`config.mk`:
```
export PLATFORM = sky130hd
export DESIGN_NAME = alu_op_sequencer
export DESIGN_NICKNAME = d
export VERILOG_FILES = /design/src/rtl/alu_op_sequencer.sv
export SDC_FILE = /design/constraint.sdc
export NUM_CORES = 1
export LEC_CHECK = 0
export CAP_MARGIN = 20
export CORE_ASPECT_RATIO = 0.8
export CORE_MARGIN = 3
export CORE_UTILIZATION = 60
export DETAILED_ROUTE_END_ITERATION = 10
export DONT_BUFFER_PORTS = 1
export PLACE_DENSITY = 0.76
export SYNTH_ARGS = -nofsm -noshare
export SYNTH_HDL_FRONTEND = slang
export SYNTH_SLANG_ARGS = --single-unit
```
`constraint.sdc`:
```
create_clock -name clk -period 8.8 [get_ports clk]
set_input_delay 1.76 -clock clk [delete_from_list [all_inputs] [get_ports clk]]
set_output_delay 1.76 -clock clk [all_outputs]
set_load 0.005 [all_outputs]
```
`src/rtl/alu_op_sequencer.sv`:
```
// ============================================================================
// Module      : alu_op_sequencer
// Description : Multi-cycle issuing master for the 32-bit ALU. Accepts one
//               MIPS instruction plus register operands, decodes it to
//               ALUctr, drives the ALU for EXEC_CYCLES cycles, then presents
//               the captured result over a valid/ready handshake.
//               Optional feature macro: ALU_SEQ_OVF_TRAP_EN (overflow trap on
//               add/addi/sub; suppresses writeback when set).
// Revision    : 1.0 - initial release
// ============================================================================
`default_nettype none

module alu_op_sequencer #(
  parameter int EXEC_CYCLES = 1,
  parameter int CNT_W       = 16
) (
  input  logic             clk,
  input  logic             rst,
  input  logic             instr_valid_i,
  output logic             instr_ready_o,
  input  logic [31:0]      instr_i,
  input  logic [31:0]      rs_data_i,
  input  logic [31:0]      rt_data_i,
  output logic [31:0]      alu_a_o,
  output logic [31:0]      alu_b_o,
  output logic [2:0]       alu_ctr_o,
  input  logic [31:0]      alu_result_i,
  input  logic             alu_zero_i,
  input  logic             alu_overflow_i,
  output logic             res_valid_o,
  input  logic             res_ready_i,
  output logic [31:0]      res_data_o,
  output logic [4:0]       res_rd_o,
  output logic             res_we_o,
  output logic             res_zero_o,
  output logic             res_illegal_o,
  output logic             res_trap_o,
  output logic [CNT_W-1:0] op_cnt_o
);

`ifdef ALU_SEQ_OVF_TRAP_EN
  localparam logic TRAP_EN = 1'b1;
`else
  localparam logic TRAP_EN = 1'b0;
`endif

  // Countdown reload: the EXEC state lasts EXEC_CYCLES cycles.
  localparam logic [3:0] EXEC_LOAD = 4'(EXEC_CYCLES - 1);

  localparam logic [2:0] CTR_ADDU = 3'b000;
  localparam logic [2:0] CTR_ADD  = 3'b001;
  localparam logic [2:0] CTR_OR   = 3'b010;
  localparam logic [2:0] CTR_SUBU = 3'b100;
  localparam logic [2:0] CTR_SUB  = 3'b101;
  localparam logic [2:0] CTR_SLTU = 3'b110;
  localparam logic [2:0] CTR_SLT  = 3'b111;

  typedef enum logic [1:0] {
    S_IDLE = 2'd0,
    S_EXEC = 2'd1,
    S_DONE = 2'd2
  } state_t;

  state_t state_q, state_d;

  // Decode results
  logic [2:0]  dec_ctr;
  logic [31:0] dec_b;
  logic [4:0]  dec_rd;
  logic        dec_illegal;
  logic        dec_we;
  logic        dec_ovf;

  // Handshake/sequencing strobes
  logic accept;
  logic capture;
  logic retire;
  logic trap;

  // Latched operation context
  logic [3:0]       cnt_q;
  logic [31:0]      alu_a_q;
  logic [31:0]      alu_b_q;
  logic [2:0]       alu_ctr_q;
  logic [4:0]       rd_q;
  logic             we_q;
  logic             ovf_q;

  // Result registers
  logic [31:0]      res_data_q;
  logic [4:0]       res_rd_q;
  logic             res_we_q;
  logic             res_zero_q;
  logic             res_illegal_q;
  logic             res_trap_q;
  logic [CNT_W-1:0] op_cnt_q;

  logic [5:0]  opcode;
  logic [5:0]  funct;
  logic [31:0] imm_sext;
  logic [31:0] imm_zext;

  assign opcode   = instr_i[31:26];
  assign funct    = instr_i[5:0];
  assign imm_sext = {{16{instr_i[15]}}, instr_i[15:0]};
  assign imm_zext = {16'h0000, instr_i[15:0]};

  // Register-number fields that are not needed: operands arrive pre-read.
  logic unused_fields;
  assign unused_fields = ^{instr_i[25:21], instr_i[10:6]};

  // Instruction decode: ALUctr, operand B, destination and writeback intent.
  always_comb begin
    dec_ctr     = CTR_ADDU;
    dec_b       = rt_data_i;
    dec_rd      = 5'd0;
    dec_illegal = 1'b0;
    dec_we      = 1'b0;
    dec_ovf     = 1'b0;
    case (opcode)
      6'b000000: begin
        dec_rd = instr_i[15:11];
        dec_we = (instr_i[15:11] != 5'd0);
        case (funct)
          6'b100000: begin dec_ctr = CTR_ADD; dec_ovf = 1'b1; end
          6'b100001: dec_ctr = CTR_ADDU;
          6'b100010: begin dec_ctr = CTR_SUB; dec_ovf = 1'b1; end
          6'b100011: dec_ctr = CTR_SUBU;
          6'b100101: dec_ctr = CTR_OR;
          6'b101010: dec_ctr = CTR_SLT;
          6'b101011: dec_ctr = CTR_SLTU;
          default:   begin dec_illegal = 1'b1; dec_we = 1'b0; dec_rd = 5'd0; end
        endcase
      end
      6'b001000: begin dec_ctr = CTR_ADD;  dec_b = imm_sext; dec_ovf = 1'b1; end
      6'b001001: begin dec_ctr = CTR_ADDU; dec_b = imm_sext; end
      6'b001010: begin dec_ctr = CTR_SLT;  dec_b = imm_sext; end
      6'b001011: begin dec_ctr = CTR_SLTU; dec_b = imm_sext; end
      6'b001101: begin dec_ctr = CTR_OR;   dec_b = imm_zext; end
      6'b000100: dec_ctr = CTR_SUBU;
      default:   dec_illegal = 1'b1;
    endcase
    // I-type ops write rt; beq and illegal ops never write back.
    if (opcode[5:3] == 3'b001 && !dec_illegal) begin
      dec_rd = instr_i[20:16];
      dec_we = (instr_i[20:16] != 5'd0);
    end
  end

  // State register.
  always_ff @(posedge clk or posedge rst) begin
    if (rst) state_q <= S_IDLE;
    else     state_q <= state_d;
  end

  // Next-state logic and handshake strobes.
  always_comb begin
    state_d = state_q;
    accept  = 1'b0;
    capture = 1'b0;
    retire  = 1'b0;
    case (state_q)
      S_IDLE: begin
        if (instr_valid_i) begin
          accept  = 1'b1;
          state_d = dec_illegal ? S_DONE : S_EXEC;
        end
      end
      S_EXEC: begin
        if (cnt_q == 4'd0) begin
          capture = 1'b1;
          state_d = S_DONE;
        end
      end
      S_DONE: begin
        if (res_ready_i) begin
          retire  = 1'b1;
          state_d = S_IDLE;
        end
      end
      default: state_d = S_IDLE;
    endcase
  end

  // Overflow trap only for signed add/sub forms, and only when compiled in.
  assign trap = TRAP_EN & ovf_q & alu_overflow_i;

  // Operation context: ALU drive registers and EXEC countdown.
  always_ff @(posedge clk or posedge rst) begin
    if (rst) begin
      cnt_q     <= 4'd0;
      alu_a_q   <= 32'd0;
      alu_b_q   <= 32'd0;
      alu_ctr_q <= 3'd0;
      rd_q      <= 5'd0;
      we_q      <= 1'b0;
      ovf_q     <= 1'b0;
    end else if (accept && !dec_illegal) begin
      cnt_q     <= EXEC_LOAD;
      alu_a_q   <= rs_data_i;
      alu_b_q   <= dec_b;
      alu_ctr_q <= dec_ctr;
      rd_q      <= dec_rd;
      we_q      <= dec_we;
      ovf_q     <= dec_ovf;
    end else if (state_q == S_EXEC && cnt_q != 4'd0) begin
      cnt_q <= cnt_q - 4'd1;
    end
  end

  // Result capture: ALU sample at end of EXEC, or an immediate illegal report.
  always_ff @(posedge clk or posedge rst) begin
    if (rst) begin
      res_data_q    <= 32'd0;
      res_rd_q      <= 5'd0;
      res_we_q      <= 1'b0;
      res_zero_q    <= 1'b0;
      res_illegal_q <= 1'b0;
      res_trap_q    <= 1'b0;
    end else if (accept && dec_illegal) begin
      res_data_q    <= 32'd0;
      res_rd_q      <= 5'd0;
      res_we_q      <= 1'b0;
      res_zero_q    <= 1'b0;
      res_illegal_q <= 1'b1;
      res_trap_q    <= 1'b0;
    end else if (capture) begin
      res_data_q    <= alu_result_i;
      res_rd_q      <= rd_q;
      res_we_q      <= we_q & ~trap;
      res_zero_q    <= alu_zero_i;
      res_illegal_q <= 1'b0;
      res_trap_q    <= trap;
    end
  end

  // Retired-op counter, wraps naturally.
  always_ff @(posedge clk or posedge rst) begin
    if (rst)         op_cnt_q <= '0;
    else if (retire) op_cnt_q <= op_cnt_q + CNT_W'(1);
  end

  assign instr_ready_o = (state_q == S_IDLE) & ~rst;
  assign res_valid_o   = (state_q == S_DONE);
  assign alu_a_o       = alu_a_q;
  assign alu_b_o       = alu_b_q;
  assign alu_ctr_o     = alu_ctr_q;
  assign res_data_o    = res_data_q;
  assign res_rd_o      = res_rd_q;
  assign res_we_o      = res_we_q;
  assign res_zero_o    = res_zero_q;
  assign res_illegal_o = res_illegal_q;
  assign res_trap_o    = res_trap_q;
  assign op_cnt_o      = op_cnt_q;

endmodule

`default_nettype wire

```
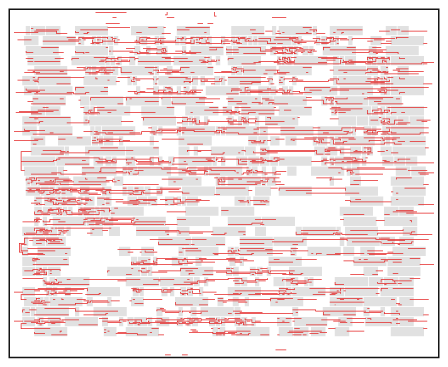
Fig. 1. The metal 1 layer.
wire length on this layer: 4910 um
share of all routed wire: 37%
longest straight run: 31.3 um
main direction: horizontal
met1 GRT Util: 0.291
Via Count: 4039
total wirelength of the detailed-routed design: 13.3 mm

==> flow.log <==
[flow] summary of implementation run
INFO  metric status = complete, no violations
INFO  metric drc = 0
INFO  metric ys_cells = 553
INFO  metric nets = 682
INFO  metric synth-async-reset-ratio = 1.00
INFO  metric number_of_warning_messages_in_the_logs = 35
INFO  metric synth_unique_cells = 46
INFO  metric fa_ha_area_frac = 0.00647
INFO  metric timing.setup.critical_path_class = primary input to output pin
INFO  metric design.portCount = 260
INFO  metric post_synth_main_logic_family = simple AND/OR/NAND/NOR gates
INFO  metric power.density_cell_area = 295 nW/um2
INFO  metric critical_path.slowest_cell = nor3_1
INFO  metric path_clk_slew = 60 ps
INFO  metric area_growth = 10.4%
INFO  metric gpl.final_weighted_congestion = 0.831
INFO  metric post_drt_wl_per_cell = 19.7 um
INFO  metric h-tree-depth = 4
INFO  metric grt_pass1_vias = 4155
INFO  metric die_y = 94.0 um
INFO  metric maxClockFrequency = 0.265 GHz
INFO  metric ir_worst_vdd = 0.000226 V
INFO  metric period_needed = 3770 ps
INFO  metric placementRows = 31
INFO  metric post_synth_ao_oa_area_fraction = 0.114
INFO  metric grt_antenna_before_repair = 0
INFO  metric worst_slew_pin_slew = 1050 ps
INFO  metric r2r_cells = 4
INFO  metric clock_insertion_delay_worst_skew = 410 ps
INFO  metric timing.max_slew.rel_slack = 0.302
INFO  metric drv.max_cap_violation_count = 0
INFO  metric number_of_drc_violations_after_detailed_routing_iteration_0 = 269
INFO  metric global_route_wire_length_before_repair = 20.8 mm
INFO  metric endpoint_kind = output pin
INFO  metric yosysWarnings = 0
INFO  metric cts.sinks = 135
INFO  metric share_of_post_route_cells_with_drive_strength_above_1 = 0.102
INFO  metric cts_setup_buffers = 0
INFO  metric finalCritPeriodShare = 0.428
INFO  metric ys_seq_share = 0.582
INFO  metric enable_flop_cells = 0
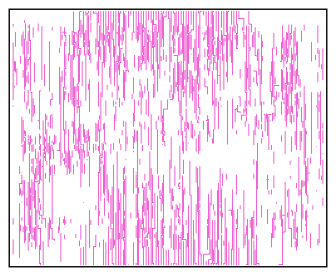
Fig. 2. Signal wires on met2.
wire length on this layer: 6710 um
main direction: vertical
share of all routed wire: 50%
GRT met2 Usage: 0.409

==> report_power, final <==
part	internal, mW	total (mW)	switching [mW]	leakage (nW)
clock network	0.404	0.682	0.279	0.280
registers	0.804	0.968	0.164	1.76
logic	0.115	0.241	0.126	0.930
==> worst min path at each step <==
stage                                         from                        to  slack, ps  depth (start not counted)
after floorplan                rd_q[1]$_DFFE_PP0P_       rd_q[1]$_DFFE_PP0P_        450                          2
after global placement         rd_q[0]$_DFFE_PP0P_       rd_q[0]$_DFFE_PP0P_        470                          2
after detailed placement       rd_q[2]$_DFFE_PP0P_       rd_q[2]$_DFFE_PP0P_        470                          2
after CTS                      rd_q[2]$_DFFE_PP0P_       rd_q[2]$_DFFE_PP0P_        480                          2
after global routing      op_cnt_o[15]$_DFFE_PP0P_  op_cnt_o[15]$_DFFE_PP0P_        520                          1
final                          rd_q[2]$_DFFE_PP0P_       rd_q[2]$_DFFE_PP0P_        480                          2
==> sequential cells by signal, indices dropped and copies added, names as in the netlist <==
register and flops:
op_cnt_o 16, res_illegal_o 1, res_rd_o 5, cnt_q 4, we_q 1, res_data_o 32, res_zero_o 1, alu_a_o 32
res_we_o 1, rd_q 5, alu_b_o 32, state_q 2, alu_ctr_o 3
==> cell type report <==
type                            count  area, um2
Clock buffer                       19        443
Clock inverter                     13        134
Fill cell                         700       2830
Inverter                            7       31.3
Multi-Input combinational cell    378       2230
Sequential cell                   135       3380
Tap cell                          115        144
Timing Repair Buffer                6       45.0
==> stage by stage <==
step                      power (mW)  std cells  setup slack, ps  utilization  area [um2]
after floorplan                 1.13        553             3430            -        5800
after global placement          1.20        641             4890        0.631        5830
after detailed placement        1.23        641             4850        0.631        5830
after CTS                       1.91        673             5010        0.694        6410
after global routing            2.00        673             5000        0.694        6410
final                           1.89        673             5030        0.694        6410
==> Yosys cell counts (2+ instances only) <==
library cell  instances  area, um2
a21boi_0              2       15.0
buf_2                10       50.1
ha_1                  3       37.5
inv_1                 6       22.5
nor2b_1               4       25.0
mux2_1               19        214
a31oi_1               2       12.5
a22oi_1               3       22.5
xnor2_1              12        105
or4_1                 2       15.0
mux2i_1              17        170
nand3b_1              2       15.0
buf_4                 2       15.0
nor3b_1               3       22.5
a21oi_1              57        285
and3b_1               2       17.5
nor3_1                3       15.0
mux2_2               13        146
a21o_1                4       30.0
o31ai_1               3       22.5
dfrtp_1             135       3380
nand2_1             139        522
nand4_1               5       31.3
o21ai_0              40        200
clkbuf_1             18       67.6
nor2_1               15       56.3
buf_6                 3       33.8
xor2_1                7       61.3
nand2b_1              3       18.8
and3_1                3       18.8
==> layer usage <==
metal,vias up,share of wire
met3,25,0.10
li1,1851,-
met1,1962,0.37
met4,0,0.023
met5,-,0
met2,201,0.50
No activity file was given, so power comes from the tool's default toggle rates.
